### config.mk
export PLATFORM = sky130hd
export DESIGN_NAME = extend
export DESIGN_NICKNAME = d
export VERILOG_FILES = /design/src/rtl/extend.sv
export SDC_FILE = /design/constraint.sdc
export NUM_CORES = 1
export LEC_CHECK = 0
export CORE_ASPECT_RATIO = 1.2
export CORE_MARGIN = 4
export CORE_UTILIZATION = 30
export CTS_CLUSTER_DIAMETER = 200
export DETAILED_ROUTE_END_ITERATION = 12
export PLACE_DENSITY = 0.65
export SKIP_LAST_GASP = 1
export SLEW_MARGIN = 20
export SYNTH_ARGS = -nofsm -noshare
export SYNTH_HDL_FRONTEND = slang
export SYNTH_SLANG_ARGS = --single-unit
export TNS_END_PERCENT = 20
### constraint.sdc
create_clock -name clk -period 1.9 [get_ports clk]
set_input_delay 0.19 -clock clk [delete_from_list [all_inputs] [get_ports clk]]
set_output_delay 0.19 -clock clk [all_outputs]
set_load 0.03 [all_outputs]
### src/rtl/extend.sv
// Immediate extender: decodes the immediate field of an instruction word
// (imm_in = instr[31:7]) according to extend_ctrl and registers the result.
// The output changes one clock after the inputs. Reset is synchronous and
// takes priority over the decoded value.
module extend (
  input  logic        clk,
  input  logic        rst,
  input  logic [24:0] imm_in,
  input  logic [2:0]  extend_ctrl,
  output logic [31:0] imm_out
);

  // Format codes. 101, 110 and 111 are reserved and decode to zero.
  localparam logic [2:0] CTRL_I = 3'b000;
  localparam logic [2:0] CTRL_S = 3'b001;
  localparam logic [2:0] CTRL_B = 3'b010;
  localparam logic [2:0] CTRL_U = 3'b011;
  localparam logic [2:0] CTRL_J = 3'b100;

  // instr[31] is the only sign source for I, S, B and J.
  logic        sign_bit;
  logic [31:0] imm_next;

  assign sign_bit = imm_in[24];

  // Decode the selected format; every code is listed so the result is never X.
  always_comb begin
    imm_next = 32'h0000_0000;
    case (extend_ctrl)
      CTRL_I: imm_next = {{20{sign_bit}}, imm_in[24:13]};
      CTRL_S: imm_next = {{20{sign_bit}}, imm_in[24:18], imm_in[4:0]};
      CTRL_B: imm_next = {{19{sign_bit}}, imm_in[24], imm_in[0],
                          imm_in[23:18], imm_in[4:1], 1'b0};
      CTRL_U: imm_next = {imm_in[24:5], 12'b0};
      CTRL_J: imm_next = {{11{sign_bit}}, imm_in[24], imm_in[12:5],
                          imm_in[13], imm_in[23:14], 1'b0};
      3'b101:  imm_next = 32'h0000_0000;
      3'b110:  imm_next = 32'h0000_0000;
      3'b111:  imm_next = 32'h0000_0000;
      default: imm_next = 32'h0000_0000;
    endcase
  end

  // Output register: reset wins, otherwise load the decoded immediate every cycle.
  always_ff @(posedge clk) begin
    if (rst) begin
      imm_out <= 32'h0000_0000;
    end else begin
      imm_out <= imm_next;
    end
  end

endmodule

==> qor.log <==
qor: finish.fillers 371
qor: finish.fin_nets 223
qor: yosys.enable_flop_cells 0
qor: worst_setup_path.timing.critical_path.depth 4
qor: timing.headroom_to_the_max_slew_limit 64.6%
qor: finish.nonClkBufAreaFrac 31.7%
qor: yosys.synthXorXnorAreaFrac 0%
qor: timing.rsz0062_at_grt false
qor: pwr.power-per-cell-area 888 mW/mm^2
qor: global_route.number_of_global_route_vias_before_repair 1093
qor: yosys.yosysUniqueCellTypes 27
qor: worst_setup_path.crit_required 2.09 ns
qor: placement.place_area 0.00184 sq mm
qor: timing.final_min_period_over_clock_period 81.6%
qor: finish.largest-register imm_out
qor: worst_setup_path.crit_path_max_fanout 13
qor: yosys.top_cells_by_area dfxtp_1 (52%), a21oi_1 (13%), o22ai_1 (4.1%), and2_1 (3.5%), nand2_1 (3.3%)
qor: finish.seq_area_share 32.5%
qor: yosys.ys_seq_share 51.9%
qor: floorplanning.floorplan_row_count 25
qor: placement.finalWeightedCongestion 0.713
qor: timing.timing.final.ws_setup 0.349 ns
qor: pwr.pwr-share-seq 41.1%
qor: timing.setup-tns-final 0 ns
qor: route.vias_per_cell 4.65
qor: timing.post-route-min-period 1.55 ns
qor: global_route.largest_net_degree_at_the_start_of_global_routing 18
qor: finish.combAreaFraction 25.5%
qor: worst_setup_path.setup.worst_path.start extend_ctrl[2]
qor: pwr.share_clk_of_total_power 40.0%
qor: yosys.yosys-mux-area-fraction 0.811%
qor: floorplanning.io_pins 62
qor: pwr.powerClk 0.700 mW
qor: placement.dp.final_hpwl 2.44 mm
qor: timing.final-setup-viol-count 0
qor: global_route.top_usage_layer met2
qor: global_route.antenna_found_initial 0
qor: finish.post_route_cells_drive_above_1_share 8.76%
qor: min_path.hold_class primary input to flip-flop
qor: worst_setup_path.timing.critical_path.cells clkdlybuf4s50_1, nor2b_1, a21oi_1, o22ai_1
qor: yosys.synth_top_area_share 51.9%
qor: finish.largest_register_ffs 32
qor: floorplanning.initial_utilization 31.1%
qor: worst_setup_path.last_element_of_the_critical_path imm_out[18]
qor: pwr.p_int 1.33 mW
qor: timing.holdWs 0.495 ns
qor: finish.seq_area 641 sq um
qor: timing.final_hold_violating_endpoints 0
qor: clocking.clk_pin_slew 0.07 ns
qor: placement.post-place-cells 240
qor: pwr.power.switching 0.422 mW
qor: route.top_signal_layer_used met4
qor: status.outcome complete, no violations
qor: route.drt_iter0_drc 34
qor: timing.worst_slew_pin_slew 0.530 ns
qor: yosys.top_cells_by_count dfxtp_1 (32), a21oi_1 (31), nand2_1 (11)
qor: floorplanning.nWellTaps 54
qor: yosys.yosys_area 0.00123 sq mm
qor: clocking.clock_root_buffer_master clkbuf_8
qor: worst_setup_path.critical_path_sink_type flip-flop
qor: pwr.pg_seq 0.719 mW
qor: yosys.synth.cellmix.compoundShare 22.0%
qor: clocking.post_cts_buffers 0
qor: min_path.hold_depth 3
qor: finish.clkCellAreaFrac 6.41%
qor: yosys.syn_avg_cell_area 9.08 sq um
qor: yosys.synth.cell_area 0.00123 sq mm
qor: yosys.synthAdderAreaFrac 0%
qor: finish.clkbuf_count 7
qor: worst_setup_path.cp-start-kind primary input
qor: pwr.power.combinational.total 0.332 mW
qor: finish.area.growth.synth_to_final 59.6%
qor: finish.layout_top_registers imm_out: 32 flops
Figure 1. Wiring heat map.
Scale: 4 px per um. 13 x 16 tiles, from dark blue (low) to red (high), scaled to the fullest tile. Values are wire area over tile area, all layers added.
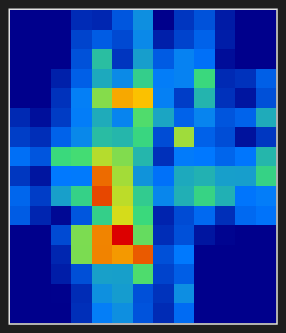
The emptiest ninth of the die: south-east. The mean over all tiles is 0.099. 11% of the tiles are over half the peak. The densest ninth of the die: centre. The fullest tile reaches 0.45. 25% of the tiles are nearly empty.
Vias: 1154
average routed wire per standard cell: 12.9 um
Routed Wire Length: 3.21 mm
Global Route Usage Sum: 12.7%

Figure 2. I/O pins on the die edge.
Scale: 6 px per um. Pins as bars across the die edge, other pins in grey.
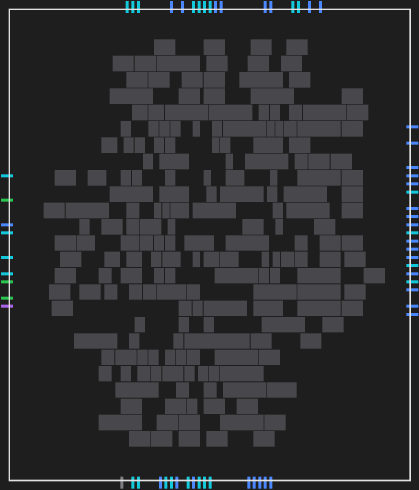
Key: green = extend_ctrl [pins 3, direction input, edge west]; blue = imm_out [pins 32, direction output, edge 15 east, 8 south, 8 north, 1 west]; purple = rst [pins 1, direction input, edge west]; cyan = imm_in [pins 25, direction input, edge 9 north, 8 south, 4 west, 4 east]
die span in y: 78.3 um
Chip Width: 66.6 um
I/O Buffers: 61

Figure 3. The metal 2 layer.
Scale: 6 px per um. Cells faint in the background.
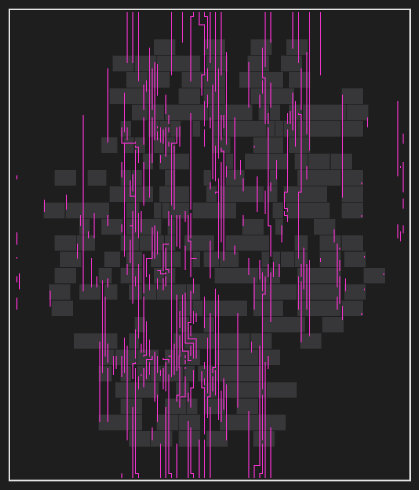
The longest straight run is 29.2 um. The wires run mostly vertical. 185 nets have wire on it. The layer carries 1600 um of wire.

Figure 4. Routing congestion map.
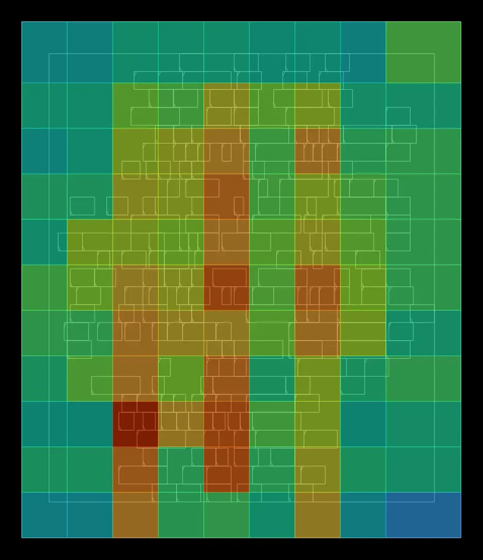
global-route track usage on met1: 15.7%
GR met3 Demand/Resource: 3.29%

No activity file was given, so power comes from the tool's default toggle rates.
